Fig. 1: run 1, cells coloured by class
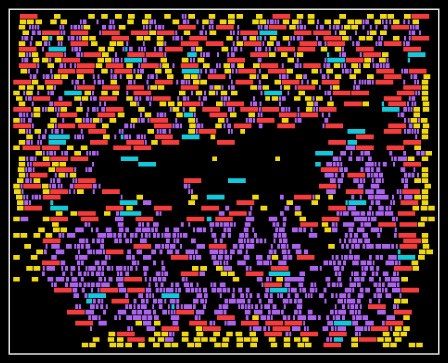
Fig. 2: run 1, floorplan with the power grid
Bar = 50 um. Pins as bars on the die edge.
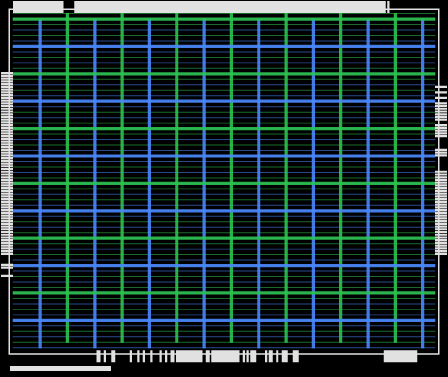
Fig. 3: run 1, wires at chosen ports, followed through buffers
Bar = 50 um.
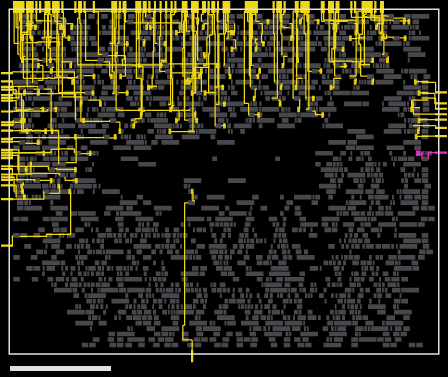
Fig. 4: run 1, cell area per tile
Bar = 50 um. 21 x 17 tiles, from black (low) to pale yellow (high), 0 to 100% covered.
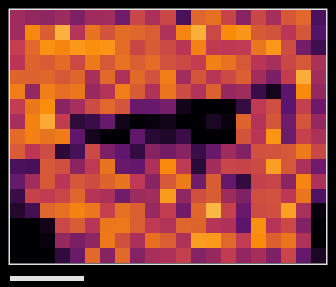
--- src/rtl/foo_eval_responder.sv ---
// foo_eval_responder
//
// Hardware end of the foo eval transaction. Accepts one request (a, long_in)
// over a valid/ready handshake, keeps a running 64-bit sum of every accepted a,
// rotates long_in left by a[ROT_BITS-1:0] one bit per cycle (modulo 129), and
// returns (x, long_out) over a second valid/ready handshake.
//
// Optional feature: define FOO_EVAL_PENDING_EN to compile in a one-entry
// pending buffer. This buffer lets a second request be accepted while the
// first is still shifting or waiting for its response to be taken.
//
// Ports:
//   clk           in   clock, all state on rising edge
//   rst           in   asynchronous active-high reset
//   req_valid     in   request present
//   req_ready     out  responder can accept a request (registered state only)
//   req_a         in   [63:0]  operand a (low ROT_BITS bits = rotate count)
//   req_long_in   in   [128:0] operand long_in
//   rsp_valid     out  response present
//   rsp_ready     in   consumer accepts response
//   rsp_x         out  [63:0]  accumulator including this request's a
//   rsp_long_out  out  [128:0] long_in rotated left by the rotate count
module foo_eval_responder #(
  parameter int ROT_BITS = 7
) (
  input  logic         clk,
  input  logic         rst,
  input  logic         req_valid,
  output logic         req_ready,
  input  logic [63:0]  req_a,
  input  logic [128:0] req_long_in,
  output logic         rsp_valid,
  input  logic         rsp_ready,
  output logic [63:0]  rsp_x,
  output logic [128:0] rsp_long_out
);

  typedef enum logic [1:0] {IDLE, SHIFT, RESP} state_e;

  state_e              state_q, state_d;
  logic [63:0]         acc_q, acc_d;
  logic [63:0]         rsp_x_q, rsp_x_d;
  logic [128:0]        data_q, data_d;
  logic [ROT_BITS-1:0] cnt_q, cnt_d;
  logic [ROT_BITS-1:0] req_rot;
  logic                req_fire;
  logic                rsp_fire;

`ifdef FOO_EVAL_PENDING_EN
  logic                pend_vld_q, pend_vld_d;
  logic [128:0]        pend_long_q, pend_long_d;
  logic [ROT_BITS-1:0] pend_rot_q, pend_rot_d;

  // While busy, one more request may be taken as long as the buffer is free.
  assign req_ready = (state_q == IDLE) || !pend_vld_q;
`else
  assign req_ready = (state_q == IDLE);
`endif

  assign req_rot      = req_a[ROT_BITS-1:0];
  assign req_fire     = req_valid && req_ready;
  assign rsp_fire     = rsp_valid && rsp_ready;
  assign rsp_valid    = (state_q == RESP);
  assign rsp_x        = rsp_x_q;
  assign rsp_long_out = data_q;

  always_comb begin
    state_d = state_q;
    acc_d   = acc_q;
    rsp_x_d = rsp_x_q;
    data_d  = data_q;
    cnt_d   = cnt_q;
`ifdef FOO_EVAL_PENDING_EN
    pend_vld_d  = pend_vld_q;
    pend_long_d = pend_long_q;
    pend_rot_d  = pend_rot_q;
`endif

    // The sum advances at acceptance, so x is fixed in transfer order even
    // when the request waits in the pending buffer.
    if (req_fire) begin
      acc_d = acc_q + req_a;
    end

    case (state_q)
      IDLE: begin
        if (req_fire) begin
          data_d  = req_long_in;
          cnt_d   = req_rot;
          rsp_x_d = acc_q + req_a;
          state_d = (req_rot != '0) ? SHIFT : RESP;
        end
      end

      SHIFT: begin
        data_d = {data_q[127:0], data_q[128]};
        cnt_d  = cnt_q - ROT_BITS'(1);
        if (cnt_q == ROT_BITS'(1)) begin
          state_d = RESP;
        end
`ifdef FOO_EVAL_PENDING_EN
        if (req_fire) begin
          pend_vld_d  = 1'b1;
          pend_long_d = req_long_in;
          pend_rot_d  = req_rot;
        end
`endif
      end

      RESP: begin
        if (rsp_fire) begin
          state_d = IDLE;
`ifdef FOO_EVAL_PENDING_EN
          if (pend_vld_q) begin
            // acc_q already includes the buffered a; no new request can be
            // accepted while the buffer is full, so acc_q is its x.
            data_d     = pend_long_q;
            cnt_d      = pend_rot_q;
            rsp_x_d    = acc_q;
            pend_vld_d = 1'b0;
            state_d    = (pend_rot_q != '0) ? SHIFT : RESP;
          end else if (req_fire) begin
            data_d  = req_long_in;
            cnt_d   = req_rot;
            rsp_x_d = acc_q + req_a;
            state_d = (req_rot != '0) ? SHIFT : RESP;
          end
`endif
        end
`ifdef FOO_EVAL_PENDING_EN
        else if (req_fire) begin
          pend_vld_d  = 1'b1;
          pend_long_d = req_long_in;
          pend_rot_d  = req_rot;
        end
`endif
      end

      default: state_d = IDLE;
    endcase
  end

  always_ff @(posedge clk or posedge rst) begin
    if (rst) begin
      state_q <= IDLE;
      acc_q   <= '0;
      rsp_x_q <= '0;
      data_q  <= '0;
      cnt_q   <= '0;
    end else begin
      state_q <= state_d;
      acc_q   <= acc_d;
      rsp_x_q <= rsp_x_d;
      data_q  <= data_d;
      cnt_q   <= cnt_d;
    end
  end

`ifdef FOO_EVAL_PENDING_EN
  always_ff @(posedge clk or posedge rst) begin
    if (rst) begin
      pend_vld_q  <= 1'b0;
      pend_long_q <= '0;
      pend_rot_q  <= '0;
    end else begin
      pend_vld_q  <= pend_vld_d;
      pend_long_q <= pend_long_d;
      pend_rot_q  <= pend_rot_d;
    end
  end
`endif

endmodule
--- config.mk ---
export PLATFORM = sky130hd
export DESIGN_NAME = foo_eval_responder
export DESIGN_NICKNAME = d
export VERILOG_FILES = /design/src/rtl/foo_eval_responder.sv
export SDC_FILE = /design/constraint.sdc
export NUM_CORES = 1
export LEC_CHECK = 0
export ABC_AREA = 0
export CAP_MARGIN = 10
export CORE_ASPECT_RATIO = 0.8
export CORE_UTILIZATION = 35
export DETAILED_ROUTE_END_ITERATION = 6
export PLACE_DENSITY = 0.64
export SKIP_CTS_REPAIR_TIMING = 1
export SYNTH_ARGS = -nofsm -noshare
export SYNTH_HDL_FRONTEND = slang
export SYNTH_SLANG_ARGS = --single-unit
--- constraint.sdc ---
create_clock -name clk -period 14.25 [get_ports clk]
set_input_delay 2.85 -clock clk [delete_from_list [all_inputs] [get_ports clk]]
set_output_delay 2.85 -clock clk [all_outputs]
set_load 0.01 [all_outputs]
==> flow_metrics.env, run 1 <==
# physical design summary
export IMPL_max_freq_mhz=172
export IMPL_top_cell_area_share_pct=40.7
export IMPL_path_common_cell="a211oi_1"
export IMPL_ctsHtreeMaxLevel=1
export IMPL_hold_violations=0
export IMPL_clk_latency_ns=0.54
export IMPL_place_gp_congestion=0.895
export IMPL_finalCriticalPeriod_ns=5.81
export IMPL_cts_sinks=202
export IMPL_path_cells="clkdlybuf4s50_1, ha_1, fa_1, a21oi_1, o21bai_4, a21oi_4, a211oi_1, a211oi_2, a211o_1, a211oi_1, or3_1, a31o_2"
export IMPL_maxSlewViolCount=0
export IMPL_synth_nets=1811
export IMPL_setup_worst_path_start_class="input pin"
export IMPL_yosys_area_um2=12400
export IMPL_required_ns=14.67
export IMPL_top_cells_by_area="dfrtp_1, nand2_1, a31oi_1"
export IMPL_crit_type="in2reg"
export IMPL_skew_ns=0.0157
export IMPL_max_clock_path_buffers=3
export IMPL_nets=2136
export IMPL_edf_count=0
export IMPL_layout_top_cell="clkdlybuf4s50_1"
export IMPL_final_cells=2364
export IMPL_dp_hpwl_um=31500
export IMPL_area_delta_synth_final_pct=40.8
export IMPL_wl_um=43200
export IMPL_synth_top_cell_by_area="dfrtp_1"
export IMPL_p_sw_share_pct=43.5
export IMPL_grt_max_degree=117
export IMPL_status="finished, final reports clean"
export IMPL_placedCellCount=2318
export IMPL_comb_power_share_pct=57.1
export IMPL_cts_tree="yes"
export IMPL_max_stage_delay_ns=0.51
export IMPL_cellPowerDensity_nw_per_um2=239
export IMPL_async_reset_ff_share_pct=100
export IMPL_drive_above_1_share_pct=3.81
export IMPL_dr_wl_met2_um=19300
export IMPL_power_share_clock_pct=15.8
export IMPL_netlist_area_um2=12400
export IMPL_maxUsedRoutingLayer="met5"
export IMPL_overflow=0
export IMPL_numSynthFlops=202
export IMPL_drtIter0Drc=956
export IMPL_seqPwrFrac_pct=27.1
export IMPL_slowest_stage="a211oi_2"
export IMPL_route_met3_wl_um=2700
export IMPL_cp_max_fo=6
export IMPL_postSynthSeqShare_pct=40.7
export IMPL_wl_met1_um=20300
export IMPL_rsz0062_at_grt="no"
export IMPL_root_buffer="clkbuf_16"
export IMPL_insertedDiodeCount=0
export IMPL_p_leak_nw=7.42
export IMPL_slew_headroom_pct=24.6
export IMPL_antenna_found_initial=1
export IMPL_critPathTopFamily="AND-OR/OR-AND gates"
export IMPL_remaining_drc_errors=0
export IMPL_worst_pin_slew_ns=1.13
export IMPL_grt_util_all_layers_pct=22.8
export IMPL_irDropWorstVdd_v=0.000103
export IMPL_warnings=31
export IMPL_cts_clk_slew_worst_paths_ns=0.06
export IMPL_vias_per_cell=5.29
export IMPL_synth_avg_cell_area_um2=8.02
export IMPL_grt_pass1_wl_um=65100
-- Fig. 1 (at the start) --
- red: flip-flops (cells 202; share of their area 30%)
- purple: all other logic (cells 1245; share of their area 42%)
- cyan: clock drivers and dummy loads (cells 46; share of their area 5.0%)
- yellow: other buffers and delay cells (cells 399; share of their area 24%)
Core Area: 34800 um2
post-layout util: 50.2%
design area: 17500 um2
Rows: 61

-- Fig. 2 (at the start) --
- blue: VSS
- green: VDD
- met4 straps: 15
- signal pins: 392
- rows: 61
- met5 straps: 12
- met1 rails: 62

-- Fig. 3 (at the start) --
- yellow: `req_long_in` (bits 129; direction input; edge 96 top, 25 left, 7 right, 1 bottom; end cells 129; buffers 129; wire 4300 um)
- magenta: `rsp_valid` (bits 1; direction output; edge right; end cells 1; buffers 1; wire 11.6 um)
PortBufs: 391
IO Pins: 392

-- Fig. 4 (at the start) --
- mean over tiles: 47%
- emptiest ninth of the die: middle
- nearly empty tiles: 5.6%
- fullest tile: 84%
- tiles over 75% full: 5.3%

[run 1: cells in the mapped netlist (all sizes together), types with 2 or more instances]
cell     number
clkbuf       94
a211o         5
a221o         2
o21bai       16
and2         12
mux2          2
nand2       381
a41o          2
o211ai        4
o31ai         6
nand3        20
a21o         29
inv          26
a2111o        3
a31o          2
o311ai        4
nand4        25
a31oi       135
nor3b         2
a21boi        2
a2111oi       2
or2           5
o31a          2
nor4          5
a211oi       10
and3         11
o22a          7
ha           65
a311o         3
nor2b        11
dfrtp       202
nand2b        9
xor2         21
a21oi        93
o21ai        93
xnor2        31
o21a          6
nor2        159
o221a         2
buf           7
nor3         11
or3           5
[run 1: per-stage QoR]
stage / worst slack, ns / hold slack (ns) / area (um2) / power [mW]
detailed placement: 7.93 / 0.472 / 16600 / 3.51
CTS: 8.48 / 0.483 / 17500 / 4.19
finish: 8.44 / 0.473 / 17500 / 4.18
floorplan: 5.89 / 0.460 / 12400 / 2.50
global placement: 7.94 / 0.470 / 16600 / 3.47
global route: 8.27 / 0.501 / 17500 / 4.50
[run 1: power by group through the flow]
| stage | registers, mW | logic, mW | clock network [mW] |
|---|---|---|---|
| 2_1_floorplan | 1.19 | 1.31 | 0 |
| 5_1_grt | 1.17 | 2.62 | 0.705 |
| 6_report | 1.13 | 2.39 | 0.661 |
| 4_1_cts | 1.13 | 2.38 | 0.679 |
| 3_5_place_dp | 1.13 | 2.37 | 0 |
| 3_3_place_gp | 1.13 | 2.34 | 0 |
[run 1: kinds of logic after synthesis]
logic type,count (synthesis),synth area share [%]
AOI/OAI and AO/OA,441,22.7
xor gates and xnor gates,52,3.67
adders and majority gates,66,6.72
buffers and inverters,127,3.91
DFF,202,40.7
muxes,2,0.181
and+or+nand+nor,658,22.1
[run 1: metal layers]
layer,GRT usage (%),vias up
met1,33.2,5958
li1,-,6092
met5,0,-
met3,4.80,55
met4,5.07,2
met2,34.5,390
[run 1: path summary, 6_finish.rpt]
kind | from | endpoint | cells past startpoint
worst max-delay path | req_a[0] | rsp_x[62]$_DFFE_PP0P_ | 12
worst min-delay path | acc_q[63]$_DFFE_PP0P_ | acc_q[63]$_DFFE_PP0P_ | 1
worst max register to register | state_q[1]$_DFFE_PP0P_ | rsp_long_out[0]$_DFFE_PP0P_ | 5
worst min register to register | acc_q[63]$_DFFE_PP0P_ | acc_q[63]$_DFFE_PP0P_ | 1
max in group asynchronous | rst | acc_q[11]$_DFFE_PP0P_ | 3
min in group asynchronous | rst | rsp_long_out[35]$_DFFE_PP0P_ | 2
[run 1: registers in the layout, summed over array words and instances, names as in the netlist]
| name | count |
|---|---|
| acc_q | 26 |
| cnt_q | 7 |
| rsp_long_out | 129 |
| rsp_x | 38 |
| state_q | 2 |
[run 1: cell type report]
type / count / area [um2]
tap: 472 / 591
clock inverter: 11 / 140
clock buffer: 35 / 703
timing repair buffer: 399 / 3970
multi-input combinational: 1219 / 6900
inverter: 26 / 105
sequential: 202 / 5050
fill: 3367 / 17300
Fig. 5: run 1, track usage over the die
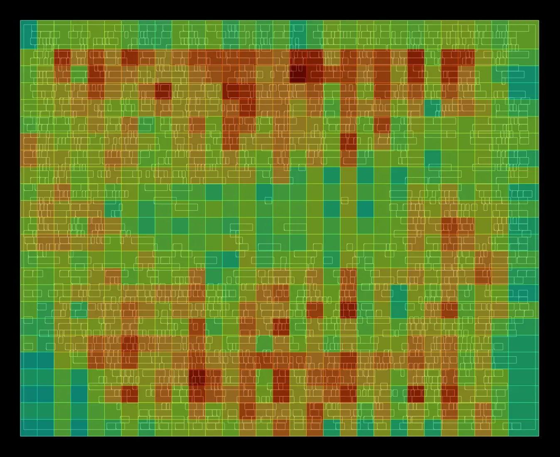

## Run 2: what changed since run 1
- clock period: 14.25 -> 5.52 ns (I/O delays scaled with it)
Fig. 6: run 2, track usage over the die
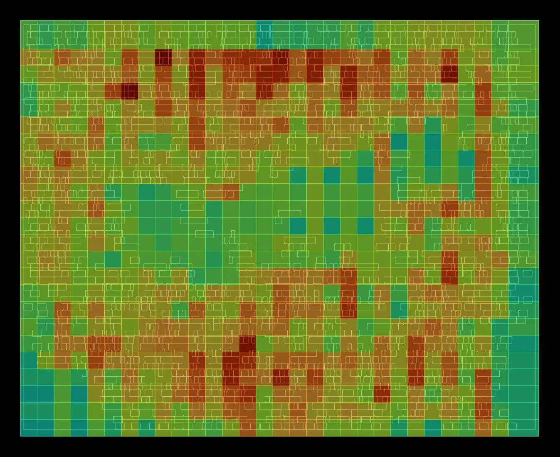
Routed WL per cell: 18.5 um
aggregate global-route resource usage: 23.2%
M1 GR Usage: 34.0%

==> flow_metrics.env, run 2 <==
# physical design summary
export IMPL_cts_tree="yes"
export IMPL_drtIter0Drc=968
export IMPL_cts_sinks=202
export IMPL_dp_hpwl_um=31800
export IMPL_p_leak_nw=7.47
export IMPL_ys_sh_xor_pct=3.67
export IMPL_top_cells_by_count="nand2_1, dfrtp_1, nor2_1, a31oi_1, clkbuf_1"
export IMPL_final_cells=2365
export IMPL_maxSlewViolCount=0
export IMPL_place_gp_congestion=0.902
export IMPL_largest_reg_flops=129
export IMPL_overflow=0
export IMPL_ctsHtreeMaxLevel=1
export IMPL_area_delta_synth_final_pct=41.7
export IMPL_warnings=31
export IMPL_skew_ns=0.0142
export IMPL_r2r_start="acc_q[8]$_DFFE_PP0P_"
export IMPL_core_um2=34800
export IMPL_r2r_cells=10
export IMPL_cellPowerDensity_nw_per_um2=623
export IMPL_synth_top_cell_by_area="dfrtp_1"
export IMPL_endpoint="rsp_x[60]$_DFFE_PP0P_"
export IMPL_postSynthSeqShare_pct=40.7
export IMPL_r2r_end="rsp_x[61]$_DFFE_PP0P_"
export IMPL_setup_worst_path_start_class="input pin"
export IMPL_vias_per_cell=5.36
export IMPL_clk_latency_ns=0.53
export IMPL_synth_avg_cell_area_um2=8.02
export IMPL_num_rows=61
export IMPL_drive_above_1_share_pct=4.07
export IMPL_crit_type="in2reg"
export IMPL_grt_pass1_wl_um=66600
export IMPL_status="finished, final reports clean"
export IMPL_ys_sh_aoi_pct=22.7
export IMPL_worstSetupStartpoint="req_a[0]"
export IMPL_worst_pin_slew_ns=1.14
export IMPL_wl_um=43700
export IMPL_cts_clk_slew_worst_paths_ns=0.06
export IMPL_logic_family="AND-OR/OR-AND gates"
export IMPL_numSynthFlops=202
export IMPL_yosys_area_um2=12400
export IMPL_top_cell_area_share_pct=40.7
[run 2: worst min path at each step]
stage                     startpoint               endpoint  slack [ns]  cells past startpoint
4_1_cts         cnt_q[6]$_DFFE_PP0P_   cnt_q[6]$_DFFE_PP0P_        0.49                      1
3_3_place_gp   acc_q[63]$_DFFE_PP0P_  acc_q[63]$_DFFE_PP0P_        0.47                      1
3_5_place_dp    cnt_q[6]$_DFFE_PP0P_   cnt_q[6]$_DFFE_PP0P_        0.48                      1
5_1_grt         cnt_q[6]$_DFFE_PP0P_   cnt_q[6]$_DFFE_PP0P_        0.53                      1
6_report        cnt_q[6]$_DFFE_PP0P_   cnt_q[6]$_DFFE_PP0P_        0.49                      1
2_1_floorplan   cnt_q[6]$_DFFE_PP0P_   cnt_q[6]$_DFFE_PP0P_        0.46                      1
[run 2: area by class of cell]
class	count	area (um2)
Fill cell	3303	17200
Multi-Input combinational cell	1219	6900
Sequential cell	202	5050
Timing Repair Buffer	401	4010
Clock buffer	37	781
Tap cell	472	591
Clock inverter	7	138
Inverter	26	101
Antenna cell	1	2.50
[run 2: through the flow]
step | area, um2 | worst slack, ns | util (%) | hold slack [ns] | power [mW]
2_1_floorplan | 12400 | 1.80 | - | 0.460 | 6.46
3_3_place_gp | 16700 | 1.19 | 47.9 | 0.469 | 9.01
3_5_place_dp | 16700 | 1.11 | 47.9 | 0.480 | 9.09
4_1_cts | 17600 | 1.68 | 50.5 | 0.494 | 11.0
5_1_grt | 17600 | 1.40 | 50.5 | 0.526 | 11.8
6_report | 17600 | 1.63 | 50.5 | 0.492 | 11.0
[run 2: critical path: stages]
cell and delay, ns:
clkdlybuf4s50_1 0.52, ha_1 0.24, fa_1 0.23, a21oi_1 0.13, o21bai_4 0.15, a21oi_4 0.10, a211o_1 0.37, a2111oi_4 0.45
o2111ai_1 0.21, and2_4 0.23, o311a_1 0.34, o311ai_1 0.24
[run 2: power by group]
group | switching [mW] | total (mW) | internal (mW)
clock | 0.674 | 1.83 | 1.16
sequential | 0.682 | 2.92 | 2.24
combinational | 3.35 | 6.20 | 2.85
total | 4.71 | 11.0 | 6.25
[run 2: logic make-up (layout without fill, tap and decap cells)]
group | count (synthesis) | after routing
simple gates | 658 | 658
buf+inv | 127 | 471
other cells | 0 | 1
xor+xnor | 52 | 52
flops | 202 | 202
compound gates | 441 | 441
fa+ha+maj | 66 | 66
mux | 2 | 2
[run 2: layer usage]
layer | track usage, % | share of wire, %
met1 | 34.0 | 47
met2 | 33.9 | 43
met3 | 4.78 | 6.6
met4 | 7.01 | 3.2
met5 | 0 | 0.062
No activity file was given, so power comes from the tool's default toggle rates.
